==> images/pinout.png <==
Pins as bars across the die edge, other pins in gray.
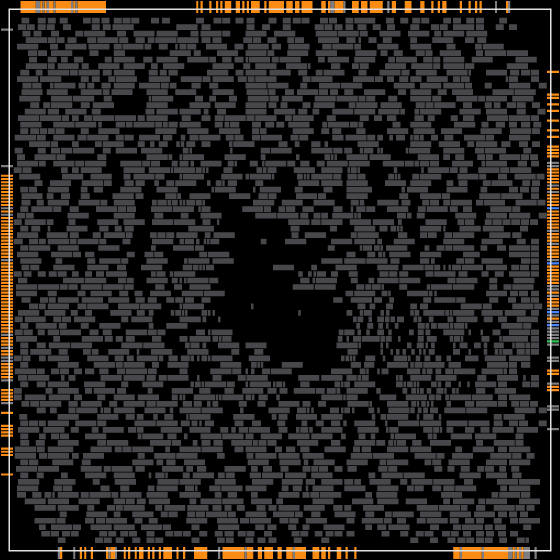
==> images/gates.png <==
Scale bar: 50 um.
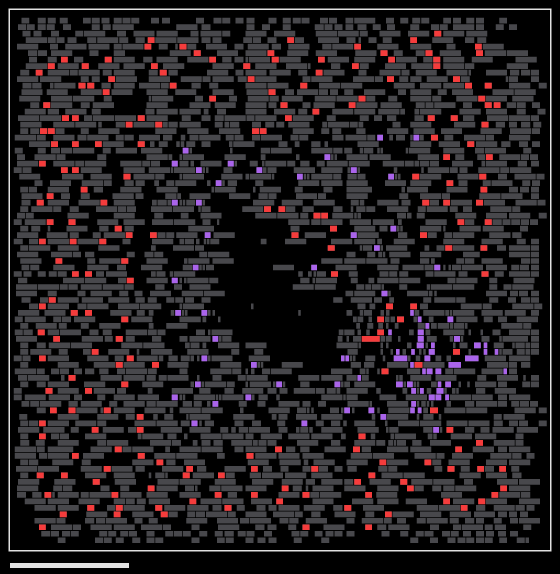
==> images/layers.png <==
Two of the layers only.
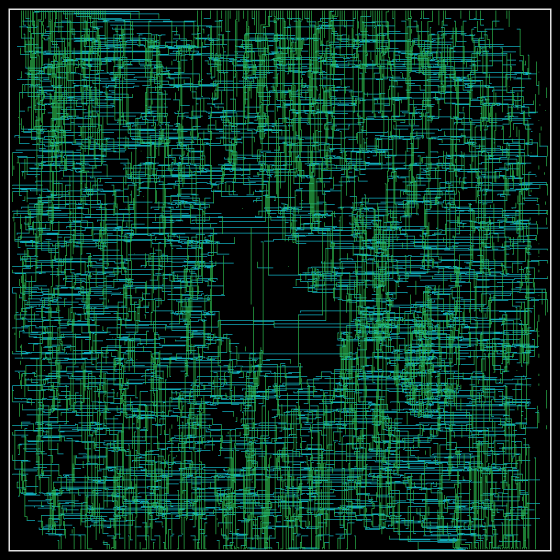
--- config.mk ---
export PLATFORM = sky130hd
export DESIGN_NAME = ksk_loader
export DESIGN_NICKNAME = d
export VERILOG_FILES = /design/src/rtl/ksk_loader.sv
export SDC_FILE = /design/constraint.sdc
export NUM_CORES = 1
export LEC_CHECK = 0
export CORE_MARGIN = 1
export CORE_UTILIZATION = 48
export DETAILED_ROUTE_END_ITERATION = 8
export PLACE_DENSITY_LB_ADDON = 0.05
export RECOVER_POWER = 100
export SYNTH_ARGS = -nofsm -noshare
export SYNTH_HDL_FRONTEND = slang
export SYNTH_SLANG_ARGS = --single-unit
--- constraint.sdc ---
create_clock -name clk -period 24.4 [get_ports clk]
set_clock_uncertainty 0.05 [all_clocks]
set_input_delay 7.32 -clock clk [delete_from_list [all_inputs] [get_ports clk]]
set_output_delay 7.32 -clock clk [all_outputs]
set_load 0.05 [all_outputs]
--- src/rtl/ksk_loader.sv ---
// rtl/ksk_loader.sv - packs streamed KSK coefficients 8 per word and writes one stage into the URAM buffer
module ksk_loader #(
  parameter int DATA_WIDTH = 39,
  parameter int NUM_URAM   = 12,
  parameter int DEPTH      = 512
) (
  input  logic                    clk,
  input  logic                    rst,
  input  logic                    i_start,
  input  logic [3:0]              i_stage,
  output logic                    o_busy,
  output logic                    o_done,
  output logic                    o_err,
  input  logic                    s_valid,
  output logic                    s_ready,
  input  logic [DATA_WIDTH-1:0]   s_data,
  input  logic                    s_last,
  output logic                    o_ksk_wr_en,
  output logic [3:0]              o_ksk_wr_stage,
  output logic [3:0]              o_ksk_wr_index,
  output logic [8:0]              o_ksk_wr_addr,
  output logic [8*DATA_WIDTH-1:0] o_ksk_wr_data
);

  localparam logic [1:0] S_IDLE = 2'd0;
  localparam logic [1:0] S_LOAD = 2'd1;
  localparam logic [1:0] S_DONE = 2'd2;

  localparam logic [8:0] ADDR_LAST = 9'(DEPTH - 1);
  localparam logic [3:0] IDX_LAST  = 4'(NUM_URAM - 1);

  logic [1:0]              r_state;
  logic [3:0]              r_stage;
  logic [2:0]              r_lane;
  logic [8:0]              r_addr;
  logic [3:0]              r_index;
  logic [8*DATA_WIDTH-1:0] r_pack;
  logic                    r_done;
  logic                    r_err;
  logic                    r_wr_en;
  logic [3:0]              r_wr_stage;
  logic [3:0]              r_wr_index;
  logic [8:0]              r_wr_addr;
  logic [8*DATA_WIDTH-1:0] r_wr_data;

  logic w_beat;
  logic w_final;

  assign s_ready = (r_state == S_LOAD);
  assign o_busy  = (r_state == S_LOAD) || (r_state == S_DONE);
  assign w_beat  = s_valid && s_ready;
  // The stage's last coefficient is lane 7 of the word at the final bank/address.
  assign w_final = (r_lane == 3'd7) && (r_addr == ADDR_LAST) && (r_index == IDX_LAST);

  assign o_done         = r_done;
  assign o_err          = r_err;
  assign o_ksk_wr_en    = r_wr_en;
  assign o_ksk_wr_stage = r_wr_stage;
  assign o_ksk_wr_index = r_wr_index;
  assign o_ksk_wr_addr  = r_wr_addr;
  assign o_ksk_wr_data  = r_wr_data;

  always_ff @(posedge clk or posedge rst) begin
    if (rst) begin
      r_state    <= S_IDLE;
      r_stage    <= '0;
      r_lane     <= '0;
      r_addr     <= '0;
      r_index    <= '0;
      r_pack     <= '0;
      r_done     <= 1'b0;
      r_err      <= 1'b0;
      r_wr_en    <= 1'b0;
      r_wr_stage <= '0;
      r_wr_index <= '0;
      r_wr_addr  <= '0;
      r_wr_data  <= '0;
    end else begin
      r_wr_en <= 1'b0;
      r_done  <= 1'b0;
      case (r_state)
        S_IDLE: begin
          // A start landing on the done pulse belongs to the finished load and is dropped.
          if (i_start && !r_done) begin
            r_state <= S_LOAD;
            r_stage <= i_stage;
            r_err   <= 1'b0;
            r_lane  <= '0;
            r_addr  <= '0;
            r_index <= '0;
            r_pack  <= '0;
          end
        end
        S_LOAD: begin
          if (w_beat) begin
            if (s_last && !w_final) begin
              // Early end of stage: discard this beat and the partial word, then finish.
              r_err   <= 1'b1;
              r_state <= S_DONE;
            end else begin
              for (int k = 0; k < 8; k++) begin
                if (r_lane == 3'(k)) r_pack[k*DATA_WIDTH +: DATA_WIDTH] <= s_data;
              end
              r_lane <= r_lane + 3'd1;
              if (r_lane == 3'd7) begin
                r_wr_en    <= 1'b1;
                r_wr_stage <= r_stage;
                r_wr_index <= r_index;
                r_wr_addr  <= r_addr;
                r_wr_data  <= {s_data, r_pack[7*DATA_WIDTH-1:0]};
                if (r_addr == ADDR_LAST) begin
                  r_addr  <= '0;
                  r_index <= r_index + 4'd1;
                end else begin
                  r_addr <= r_addr + 9'd1;
                end
              end
              if (w_final) begin
                r_state <= S_DONE;
                if (!s_last) r_err <= 1'b1;
              end
            end
          end
        end
        S_DONE: begin
          r_state <= S_IDLE;
          r_done  <= 1'b1;
        end
        default: r_state <= S_IDLE;
      endcase
    end
  end

endmodule

==> flow_metrics.py <==
# Auto-generated metrics
metrics = {
    "global_routing": {
        "antenna_found_initial": 0,
        "grt_use_met1": 0.354,
        "met2_usage": 0.383,
        "groute.layer.met3.usage": 0.0621,
    },
    "synth": {
        "synthTopCellsByArea": "dfrtp_1, mux2_2, a22o_1",
        "yosys.area_share.xor_xnor": 0,
        "yosysCellCount": 1662,
        "yosys_warnings": 0,
        "async_reset_ff_frac": 1.00,
        "ys_ff": 627,
        "dominantRegCellSynth": "dfrtp_1",
        "netlist_area_sq_um": 24100,
        "ys_sh_adder": 0.00622,
        "synth_cells": 1662,
        "logic_family": "multiplexers",
        "yosysSeqAreaShare": 0.650,
        "synth_top_cell_by_count": "dfrtp_1",
    },
    "placed_design": {
        "place_ws_ns": 12.62,
    },
    "cells_and_area": {
        "largestClassByArea": "registers",
        "clkbuf_count": 97,
        "final_util": 0.619,
        "sh_seq_area": 0.514,
        "n_all_buffers": 408,
        "fin_area_sq_um": 30500,
    },
    "power_and_ir_drop": {
        "clkPwrFrac": 0.343,
        "power.internal_mw": 1.87,
        "p_seq_frac": 0.434,
        "switching_share": 0.325,
        "power_mw": 2.77,
    },
    "drt": {
        "wl_met1_mm": 27.8,
        "wl_met3_mm": 4.23,
        "met2_length_mm": 29.4,
        "drc": 0,
        "highest_layer": "met4",
        "dr.pass1.iters": 5,
    },
    "final_timing": {
        "fin_setup_tns_ns": 0,
        "drv_slew": 940,
        "max_freq_mhz": 59.3,
        "setup_viol": 0,
    },
    "setup_path": {
        "arrival_ns": 17.31,
        "setup.worst_path.start": "s_last",
        "startpoint_type": "primary input",
        "crit_family": "buffers and inverters",
        "crit_path_max_fanout": 79,
    },
    "cts": {
        "numCtsBuffers": 61,
        "cts_max_level": 2,
        "clock_sinks": 627,
        "tritoncts": "yes",
    },
    "floorplan": {
        "initCoreUtil": 0.490,
        "coreArea_sq_um": 49300,
        "io-pin-count": 382,
    },
    "min_path": {
        "min_to": "r_pack[125]",
    },
    "flow_run": {
        "max_cap_viol_count": 18,
    },
    "run_status": {
        "failed_checks": "max-capacitance violations, max-slew violations",
        "outcome": "finished with violations",
    },
}
Notes on pinout.png above:
- orange: `o_ksk_wr_data` (pins 312; direction output; edge 101 north, 92 south, 69 west, 50 east)
- blue: `i_stage` (pins 4; direction input; edge east)
- green: `s_last` (pins 1; direction input; edge east)
- all pins by edge: 114 north, 109 south, 80 west, 79 east
port bufs: 381
Die Span X: 226 um
Die Y: 226 um

Notes on gates.png above:
- purple: aoi and oai cells (cells 82)
- red: non-inverting ao/oa cells (cells 204; where widely spread)
Commonest Layout Cell: dfrtp_1
Non-Filler Instances: 2,727
Comb area share: 0.260

Notes on layers.png above:
- green: M2 (wire length 29.4 mm)
- cyan: M1 (wire length 27.8 mm)
Vias: 15,400
WL final: 63.1 mm
gr usage total: 0.251
WL/cell: 23.1 um

